**src/rtl/message_serializer_ctrl.sv**
```systemverilog
// message_serializer_ctrl: loads a parallel word and shifts out a clamped number of bits,
// MSB- or LSB-first, with ready/valid/done handshake and abort.
module message_serializer_ctrl #(
    parameter int DATA_W    = 8,
    parameter int LEN_W     = $clog2(DATA_W + 1),
    parameter bit MSB_FIRST = 1'b1
) (
    input  logic              clk,
    input  logic              reset_n,
    input  logic              send,
    input  logic              abort,
    input  logic [DATA_W-1:0] data_in,
    input  logic [LEN_W-1:0]  len,
    output logic              serial_out,
    output logic              valid,
    output logic              ready,
    output logic              busy,
    output logic              done
);
    localparam logic [1:0] IDLE  = 2'd0;
    localparam logic [1:0] SHIFT = 2'd1;
    localparam logic [1:0] DONE  = 2'd2;
    localparam logic [LEN_W-1:0] MAX_LEN = LEN_W'(DATA_W);

    logic [1:0]        state, state_nx;
    logic [DATA_W-1:0] shreg;
    logic [LEN_W-1:0]  cnt, eff_len;
    logic              start;

    assign eff_len = (len > MAX_LEN) ? MAX_LEN : len;
    assign start   = (state == IDLE) && send && (eff_len != '0);

    // abort wins over the last-bit transition; illegal encodings fall back to IDLE
    assign state_nx = (state == IDLE)  ? (start ? SHIFT : IDLE) :
                      (state == SHIFT) ? (abort ? IDLE : (cnt == LEN_W'(1)) ? DONE : SHIFT) :
                      IDLE;

    always_ff @(posedge clk or negedge reset_n) begin
        if (!reset_n) begin
            state <= IDLE;
            shreg <= '0;
            cnt   <= '0;
        end else begin
            state <= state_nx;
            if (start) begin
                shreg <= data_in;
                cnt   <= eff_len;
            end else if (state == SHIFT) begin
                shreg <= MSB_FIRST ? {shreg[DATA_W-2:0], 1'b0} : {1'b0, shreg[DATA_W-1:1]};
                cnt   <= abort ? '0 : cnt - LEN_W'(1);
            end
        end
    end

    assign valid      = (state == SHIFT);
    assign busy       = (state == SHIFT);
    assign ready      = (state == IDLE);
    assign done       = (state == DONE);
    assign serial_out = valid & (MSB_FIRST ? shreg[DATA_W-1] : shreg[0]);
endmodule

```
**config.mk**
```make
export PLATFORM = sky130hd
export DESIGN_NAME = message_serializer_ctrl
export DESIGN_NICKNAME = d
export VERILOG_FILES = /design/src/rtl/message_serializer_ctrl.sv
export SDC_FILE = /design/constraint.sdc
export NUM_CORES = 1
export LEC_CHECK = 0
export ABC_AREA = 0
export CAP_MARGIN = 20
export CORE_UTILIZATION = 45
export CTS_CLUSTER_DIAMETER = 50
export DETAILED_ROUTE_END_ITERATION = 12
export HOLD_SLACK_MARGIN = 0.03
export PLACE_DENSITY_LB_ADDON = 0.25
export SYNTH_ARGS = -nofsm -noshare
export SYNTH_HDL_FRONTEND = slang
export SYNTH_SLANG_ARGS = --single-unit
```
**constraint.sdc**
```tcl
create_clock -name clk -period 1.7 [get_ports clk]
set_input_delay 0.17 -clock clk [delete_from_list [all_inputs] [get_ports clk]]
set_output_delay 0.17 -clock clk [all_outputs]
set_load 0.02 [all_outputs]
```
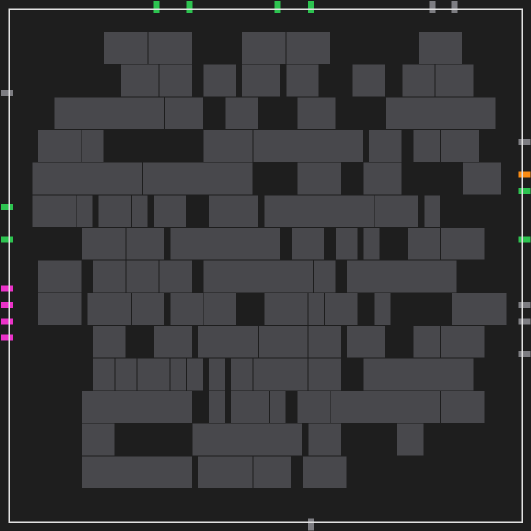
Run 1: pin map
(12 px per um) Pins as bars across the die edge, other pins in gray.
orange -> valid  # pins 1, direction output, edge right
green -> data_in  # pins 8, direction input, edge 4 top, 2 left, 2 right
magenta -> len  # pins 4, direction input, edge left
all pins by edge = 7 left, 7 right, 6 top, 1 bottom
IO buf count: 20
die width: 42.61 um
die height: 42.61 um

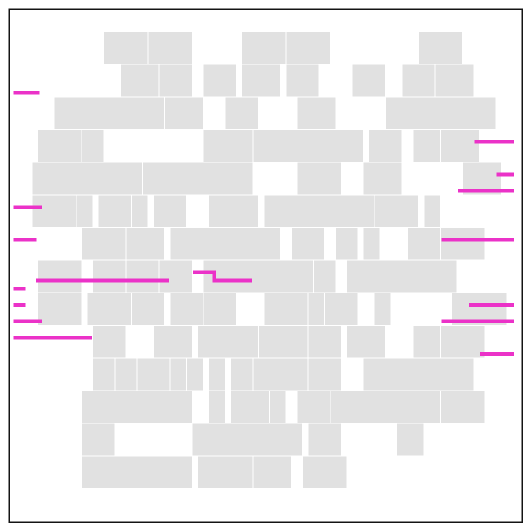
Run 1: metal 3
(12 px per um) Cells faint in the background.
share of all routed wire = 3.9%
main direction = horizontal
wire length on this layer = 57.3 um
longest straight run = 10.8 um

==> flow_metrics.tcl, run 1 <==
# place-and-route summary
set metrics [dict create \
    p_clk_mw 0.237 \
    finalNonFillerCells 113 \
    yosysMostFrequentCell "dfrtp_1" \
    area.share.sequential 0.3410 \
    drt_iter0_drc 4 \
    crit_start "state[0]" \
    top_layer_used "met4" \
    comb_area_um2 350.3 \
    nWellTaps 16 \
    reg_top3 "shreg x8, cnt x4, state x2" \
    fin_ws_ps 118.7 \
    regArea_um2 350.3 \
    cts_setup_buffers 0 \
    skew_ps 2.352 \
    antenna_cells 0 \
    vdd_drop_max_uv 711.9 \
    dp_hpwl_um 1122 \
    p_clk_frac 0.153 \
    pg_comb_mw 0.728 \
    worstSkewPairLatency_ps 280 \
    htreeDepth 1 \
    grt_pass1_wl_um 2594 \
    start_kind "flip-flop" \
    crit_path_end "done" \
    seq-power_mw 0.582 \
    async_flop_share 1.000 \
    whs_ps 273.1 \
    regMostFlops "shreg" \
    rrSetupSlack_ps 300 \
    logic_gate_count 48 \
    clockBufferCount 4 \
    buffer_area_frac 0.2521 \
    status "complete, no violations" \
    switching_power_mw 0.5555 \
    yosys.area.top_type "dfrtp_1" \
    path_class "reg2out" \
    ys_types 29 \
    cp.depth 2 \
    lay_top_count "clkdlybuf4s50_1" \
    ff2ff_path_depth 4 \
    top_cells_by_area "dfrtp_1 47%, a22o_1 7.1%, a21o_1 6.1%" \
    syn_area_per_cell_um2 10.75 \
    gp_congestion 0.7531 \
    nonClockBufferCount 28 \
    drive_gt1_frac 0.1649 \
    dominant_cells "sequential cells" \
    drv_slew 0 \
    final.fill_count 122 \
    mux_share 0.04216 \
    cts_sinks 14 \
    drcViolationCount 0 \
    ys_area_um2 742.0 \
    p_int_mw 0.9911 \
    sh_comb_area 0.3410 \
    ys.flop_type "dfrtp_1" \
    viasPerCell 5.416 \
    yosysSeqAreaShare 0.4722 \
    p_sw_frac 0.3592 \
    clk_share 0.03532 \
    grt-busiest-layer "met2" \
    slew_headroom 0.5850 \
    reg2reg_to "cnt[3]" \
    path_buffers 1 \
    dieArea_um2 1815 \
    cp.arrival_ps 1410 \
    rr_startpoint "cnt[0]" \
    clockRootBuffer "clkbuf_4" \
    xor_share 0.01180 \
    dp_slack_ps -352.5 \
    tns_ps 0 \
    ys_cells 69 \
    hold_buffers 0 \
    cts_tree "built" \
    hold_class "in2async" \
    cts_repair_resize_count 4 \
    flops 14 \
    coreArea_um2 1524 \
    synthesis.nets 87 \
    leakagePower_nw 0.4957 \
]
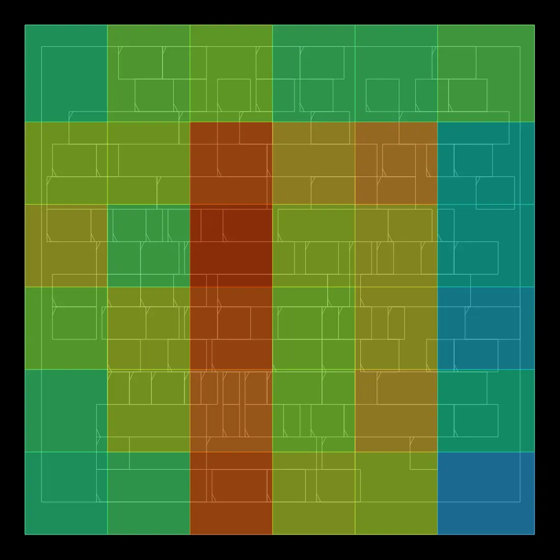
Run 1: routing congestion
met1 usage: 0.2521
post-layout util: 0.6741
routed len/inst: 13.10 um
met3 GRT Util: 0.02586

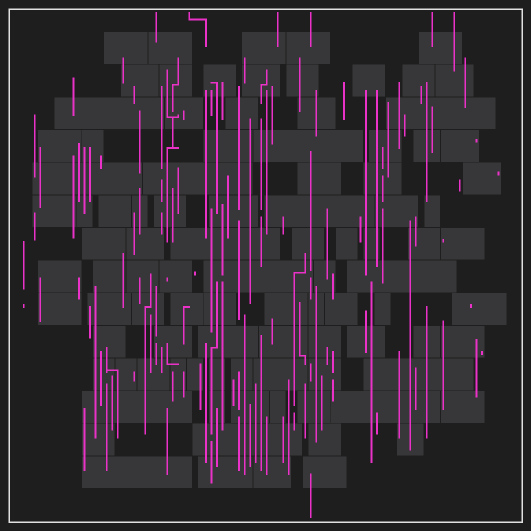
Run 1: met2 routing
(12 px per um) Cells faint in the background.
longest straight run = 19.0 um
share of all routed wire = 46%
nets with wire on the layer = 98
main direction = vertical
wire length on this layer = 680 um
routed vias: 612
global routing usage on met2: 0.3138
final WL: 1480 um

--- run 2 (diff from run 1) ---
- CAP_MARGIN: 20 -> not set
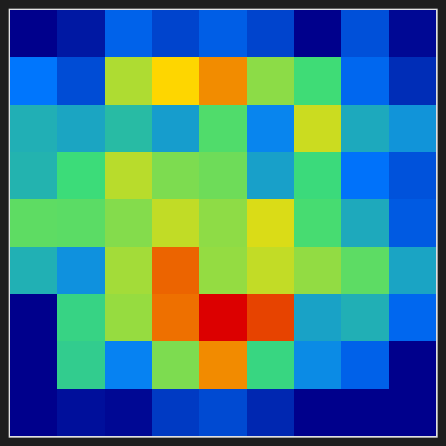
Run 2: wire density map
(10 px per um) The die is cut into 9 by 9 equal tiles; dark blue is low, red is high, scaled to the fullest tile. Values are wire area over tile area, all layers added.
nearly empty tiles = 14%
tiles over half the peak = 36%
densest ninth of the die = middle

==> run 2 against run 1 <==
Power unchanged. Die area is the same. Worst setup slack is the same. Critical path depth did not move. Register-to-register slack hardly changed. Final area did not move. Fmax is the same. Clock skew stayed put. Critical path type unchanged. Highest routed layer unchanged.
==> flow_metrics.tcl, run 2 <==
# place-and-route summary
set metrics [dict create \
    mux_share 0.04216 \
    coreArea_um2 1524 \
    warning_count 27 \
    drv_slew 0 \
    leakagePower_nw 0.4957 \
    rr_startpoint "cnt[0]" \
    grt_pass1_wl_um 2594 \
    wire_per_inst_um 13.10 \
    crit_start "state[0]" \
    yosysSeqAreaShare 0.4722 \
    setup_violations 0 \
    reg2reg_to "cnt[3]" \
    cts_sinks 14 \
    rrSetupSlack_ps 300 \
    p_int_mw 0.9911 \
    drt_iter0_drc 4 \
    grt-busiest-layer "met2" \
    antenna_cells 0 \
    fin_ws_ps 118.7 \
    die_y_um 42.61 \
    xor_share 0.01180 \
    ys_top_logic_family "AND-OR/OR-AND gates" \
    p_sw_frac 0.3592 \
    top_cells_by_area "dfrtp_1 47%, a22o_1 7.1%, a21o_1 6.1%" \
    logic_gate_count 48 \
    sh_comb_area 0.3410 \
    ys.flop_type "dfrtp_1" \
    worstSkewPairLatency_ps 280 \
    ant_nets 0 \
    switching_power_mw 0.5555 \
    period_used_share 0.9302 \
    fa_ha_area_frac 0.03373 \
    slowest_stage "clkdlybuf4s50_1" \
    slew_headroom 0.5850 \
    fp_util 0.4869 \
    met1_usage 0.2521 \
    dp_slack_ps -352.5 \
    ys_types 29 \
    synthesis.nets 87 \
    reg_top3 "shreg x8, cnt x4, state x2" \
    die_w_um 42.61 \
    p_clk_mw 0.237 \
    dominant_cells "sequential cells" \
    wl_met1_um 727 \
    ios 21 \
    final.fill_count 122 \
    top_layer_used "met4" \
    grt_pass1_vias 609 \
    placed_area_um2 987.2 \
    gp_congestion 0.7531 \
    clk_share 0.03532 \
    hold_class "in2async" \
    lay_top_count "clkdlybuf4s50_1" \
    status "complete, no violations" \
    cts_repair_resize_count 4 \
    regMostFlops "shreg" \
    cp.arrival_ps 1410 \
    num_vias 612 \
    syn_area_per_cell_um2 10.75 \
    ys_cells 69 \
    nonClockBufferCount 28 \
    maxCapViolations 0 \
    p_clk_frac 0.153 \
    use_met3 0.02586 \
    dieArea_um2 1815 \
    viasPerCell 5.416 \
    start_kind "flip-flop" \
    nWellTaps 16 \
    finalNonFillerCells 113 \
    ff2ff_path_depth 4 \
    cts_tree "built" \
    clockRootBuffer "clkbuf_4" \
    flops 14 \
    yosys.area.top_type "dfrtp_1" \
    cts_setup_buffers 0 \
    ys_area_um2 742.0 \
    p_seq_frac 0.376 \
    hold_buffers 0 \
    skew_ps 2.352 \
    clockBufferCount 4 \
    regArea_um2 350.3 \
    dp_hpwl_um 1122 \
    async_flop_share 1.000 \
    whs_ps 273.1 \
    io_buffers 20 \
    htreeDepth 1 \
    vdd_drop_max_uv 711.9 \
    cp.depth 2 \
    yosysMostFrequentCell "dfrtp_1" \
    drive_gt1_frac 0.1649 \
    crit_path_end "done" \
    routed_wl_um 1480 \
    path_class "reg2out" \
    ys_sh_aoi 0.1990 \
    area.share.sequential 0.3410 \
    top_area_frac 0.4722 \
    drcViolationCount 0 \
    seq-power_mw 0.582 \
    path_buffers 1 \
    tns_ps 0 \
    buffer_area_frac 0.2521 \
    comb_area_um2 350.3 \
    met2_usage 0.3138 \
    synth_flops 14 \
    crit_chain "nor2b_1 -> clkdlybuf4s50_1" \
    pg_comb_mw 0.728 \
    final_core_util 0.6741 \
]
Power is estimated from default activity; no workload was simulated.
